Figure 1. Congestion heat map.
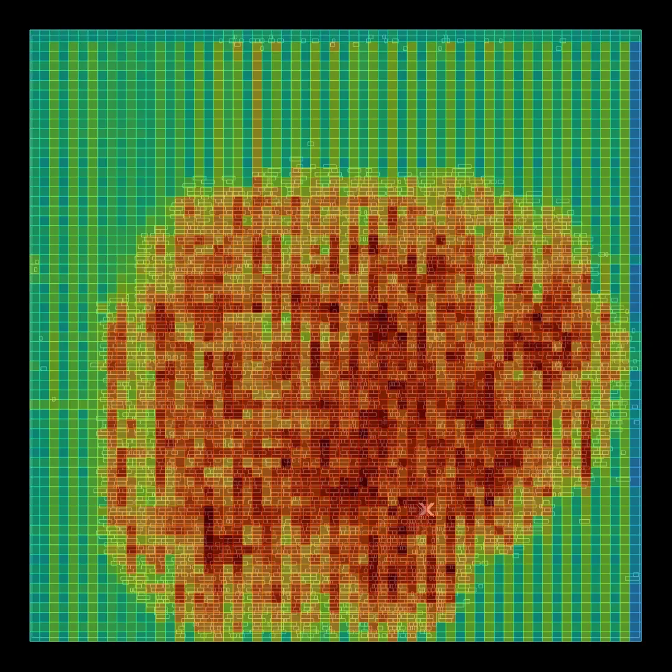
Figure 2. Layout detail.
Region (203, 290) to (233, 320) um. Cells in gray, sequential cells in the stronger gray; small squares are vias.
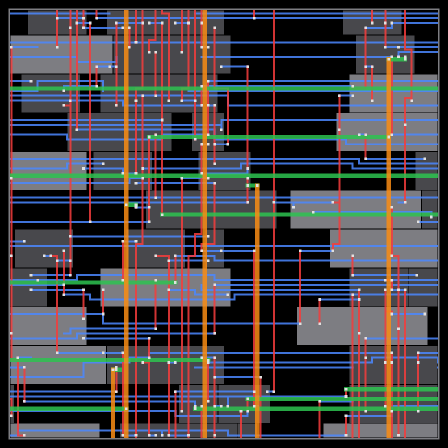
Figure 3. Met1 routing.
Scale: 1 px per um. Supply wires on this layer in gray.
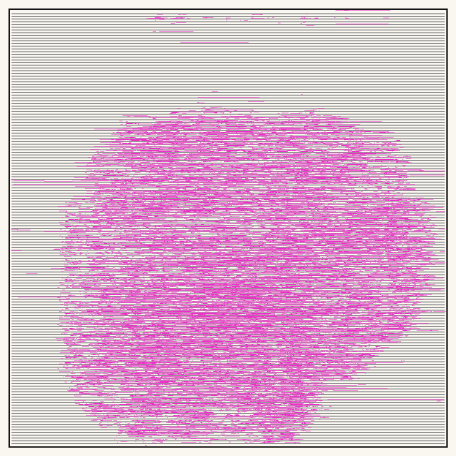
Figure 4. Wiring by layer.
Scale: 1 px per um. Only two layers are drawn.
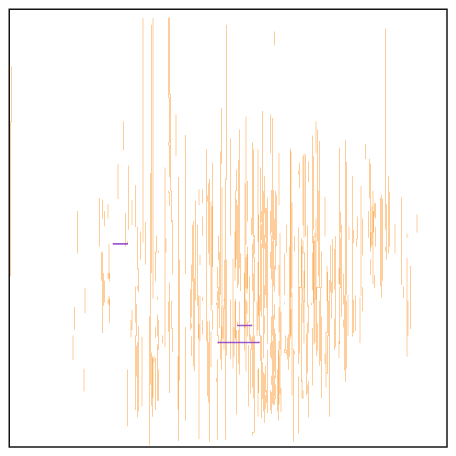
`src/rtl/banco_registros_sb.sv`:
```
// Two-read/one-write register file with hardwired-zero x0, optional write-to-read bypass
// and a per-register busy scoreboard for RAW hazard detection at decode.
module banco_registros_sb #(
    parameter int unsigned XLEN   = 32,
    parameter int unsigned NREG   = 32,
    parameter int unsigned BYPASS = 1,
    localparam int unsigned AW    = $clog2(NREG)
) (
    input  logic            clk,
    input  logic            rsta,
    input  logic [AW-1:0]   read_reg1,
    input  logic [AW-1:0]   read_reg2,
    output logic [XLEN-1:0] read_data1,
    output logic [XLEN-1:0] read_data2,
    output logic            busy1,
    output logic            busy2,
    input  logic            RegWrite,
    input  logic [AW-1:0]   write_reg,
    input  logic [XLEN-1:0] write_data,
    input  logic            mark_valid,
    input  logic [AW-1:0]   mark_reg,
    output logic            busy_any
);

    logic [XLEN-1:0] regs_q [NREG];
    logic [NREG-1:0] busy_q;
    logic [NREG-1:0] busy_d;

    logic wr_en;
    logic mark_en;
    logic fwd1;
    logic fwd2;

    assign wr_en   = RegWrite && (write_reg != '0);
    assign mark_en = mark_valid && (mark_reg != '0);

    always_ff @(posedge clk or negedge rsta) begin
        if (!rsta) begin
            for (int i = 0; i < int'(NREG); i++) begin
                regs_q[i] <= '0;
            end
        end else if (wr_en) begin
            regs_q[write_reg] <= write_data;
        end
    end

    // Mark is applied after the clear so a same-register issue keeps the new producer busy.
    always_comb begin
        busy_d = busy_q;
        if (wr_en) begin
            busy_d[write_reg] = 1'b0;
        end
        if (mark_en) begin
            busy_d[mark_reg] = 1'b1;
        end
        busy_d[0] = 1'b0;
    end

    always_ff @(posedge clk or negedge rsta) begin
        if (!rsta) begin
            busy_q <= '0;
        end else begin
            busy_q <= busy_d;
        end
    end

    assign fwd1 = (BYPASS != 0) && wr_en && (write_reg == read_reg1);
    assign fwd2 = (BYPASS != 0) && wr_en && (write_reg == read_reg2);

    // Outputs are forced low during reset so the bypass path cannot leak write data.
    always_comb begin
        read_data1 = '0;
        read_data2 = '0;
        busy1      = 1'b0;
        busy2      = 1'b0;
        busy_any   = 1'b0;
        if (rsta) begin
            if (read_reg1 != '0) begin
                read_data1 = fwd1 ? write_data : regs_q[read_reg1];
            end
            if (read_reg2 != '0) begin
                read_data2 = fwd2 ? write_data : regs_q[read_reg2];
            end
            busy1    = busy_q[read_reg1] && !fwd1;
            busy2    = busy_q[read_reg2] && !fwd2;
            busy_any = |busy_q;
        end
    end

endmodule

```
`config.mk`:
```
export PLATFORM = sky130hd
export DESIGN_NAME = banco_registros_sb
export DESIGN_NICKNAME = d
export VERILOG_FILES = /design/src/rtl/banco_registros_sb.sv
export SDC_FILE = /design/constraint.sdc
export NUM_CORES = 2
export LEC_CHECK = 0
export CORE_MARGIN = 1
export CORE_UTILIZATION = 30
export DETAILED_ROUTE_END_ITERATION = 6
export GPL_TIMING_DRIVEN = 0
export HOLD_SLACK_MARGIN = 0.08
export SYNTH_ARGS = -nofsm -noshare
export SYNTH_HDL_FRONTEND = slang
export SYNTH_SLANG_ARGS = --single-unit
```
`constraint.sdc`:
```
create_clock -name clk -period 4.1 [get_ports clk]
set_input_delay 0.82 -clock clk [delete_from_list [all_inputs] [get_ports clk]]
set_output_delay 0.82 -clock clk [all_outputs]
set_load 0.03 [all_outputs]
```
==> changes_impl.md <==
### Physical design

* Max cap viols at 4
* Outcome: complete, but fails checks
* Tool warnings at 52
* Mapped Cells at approximately 3800
* Pin count of the biggest net entering global routing at ~180
* CTS tree: done
* Vias per std cell at 6.11
* # DRC at 20
* Failing checks: DRC, capacitance limit, slew limit, setup timing
* Layout cells sized above 1 at between 50% and 60%
* Area Growth Syn to Fin at 19.6%
* Setup Skew at 0 ns
* Largest fanout on the critical path at 10
* Final setup viols at 11
* Unique cell type count in the Yosys netlist at about 47
* PnR worst setup slack at -0.0362 ns
* Power per cell area at roughly 470 nW/um2
* Final Max Slew Viols at 33
* Detail Route Antenna Nets at 0
* Final #Nets at between 4000 and 5000
-- Figure 1 (at the start) --
GRT met2 Usage: 38.1%
GR Layer Usage met3: 10.3%
All-Layer GR Usage: 26.0%
met1 Use GR: 31.3%

-- Figure 2 (at the start) --
| color | layer |
|---|---|
| green | M3 |
| orange | M4 |
| blue | M1 |
| red | M2 |
cells with their middle in the window: 33
most frequent: mux2_2 (10), dfrtp_1 (10), mux4_2 (6)
sequential cells in the window: 10
netlist names of flops here include: `regs_q` (10)

-- Figure 3 (at the start) --
share of all routed wire: 36%
main direction: horizontal
longest straight run: 118 um
drt total wl: 251000 um
routed via count: 40900

-- Figure 4 (at the start) --
| color | layer | wire length |
|---|---|---|
| purple | M5 | 68.1 um |
| orange | M4 | 20.7 mm |
wire per inst: 37.4 um

## stage by stage
step	total power (uW)	utilization, %	hold slack [ns]	cells
detailed placement	20900	32.8	0.464	6454
global placement	20800	32.6	0.452	6444
floorplan	18400	-	0.441	3849
CTS	31900	36.2	0.106	6688
finish	32100	36.3	0.127	6701
global route	33100	36.3	0.129	6695
## cell families (layout without fill, tap and decap cells)
family / after synthesis / count (layout) / synth area share, %
compound gates: 429 / 429 / 5.57
xor+xnor: 10 / 10 / 0.155
buf+inv: 448 / 809 / 3.33
flops: 1055 / 1055 / 46.7
mux: 1644 / 1644 / 41.9
other cells: 0 / 11 / 0
simple gates: 263 / 263 / 2.37
## where the power goes
group / total, uW / internal [uW] / switching [uW]
registers: 14000 / 12400 / 1570
clock network: 10700 / 6090 / 4650
logic: 7360 / 4010 / 3340
total: 32100 / 22500 / 9560
## metal layers
layer	track usage [%]	wire, um
met2	38.1	108000
met4	17.9	20700
met5	0	68
met1	31.3	91200
met3	10.3	30200
## area by class of cell
class,instances,area [um2],share of cell area (%)
Antenna cell,11,27.5,0.0407
Buffer,439,3740,5.53
Clock buffer,160,3330,4.92
Clock inverter,49,513,0.759
Inverter,6,22.5,0.0333
Multi-Input combinational cell,2346,28900,42.7
Sequential cell,1055,26400,39.0
Tap cell,2480,3100,4.59
Timing Repair Buffer,155,1600,2.37
## worst paths after layout
kind	slack, ns	startpoint	end	cells after the start
min	0.13	rsta	regs_q[64]$_DFFE_PN0P_	2
max reg2reg	3.26	regs_q[341]$_DFFE_PN0P_	regs_q[341]$_DFFE_PN0P_	1
max in group asynchronous	2.62	rsta	regs_q[17]$_DFFE_PN0P_	3
max	-0.04	read_reg2[2]	read_data2[9]	10
min reg2reg	0.48	regs_q[1012]$_DFFE_PN0P_	regs_q[1012]$_DFFE_PN0P_	1
min in group clk	0.48	regs_q[1012]$_DFFE_PN0P_	regs_q[1012]$_DFFE_PN0P_	1
## flip-flops by register name, summed over array words and instances (netlist names)
register  flops
busy_q       31
regs_q     1024
## timing repair
action                                  CTS  global route
cloned                                    3             0
gates resized                           971            81
hold buffers                              2             0
setup buffers                            23             2
endpoints found under the hold margin   109             0
endpoints found under the setup margin   66            38
pin swaps                                34             6
## synthesized netlist by cell type (4+ instances only)
library cell / number
o21ai_0: 47
mux2_2: 1012
nor3_1: 25
buf_4: 4
nand4_1: 5
nor2_1: 33
mux2i_1: 151
dfrtp_1: 1055
mux2_1: 5
a221oi_1: 23
a221o_1: 47
a211oi_1: 82
a211o_1: 9
nand3_1: 10
a21oi_1: 43
clkbuf_1: 219
xnor2_1: 10
and2_1: 4
o22ai_1: 48
mux4_2: 476
a22oi_1: 98
nor4_1: 9
nor2b_1: 63
buf_1: 72
nand2b_1: 17
buf_2: 146
a22o_1: 16
inv_1: 6
nand2_1: 79
or2_2: 4
No activity file was given, so power comes from the tool's default toggle rates.
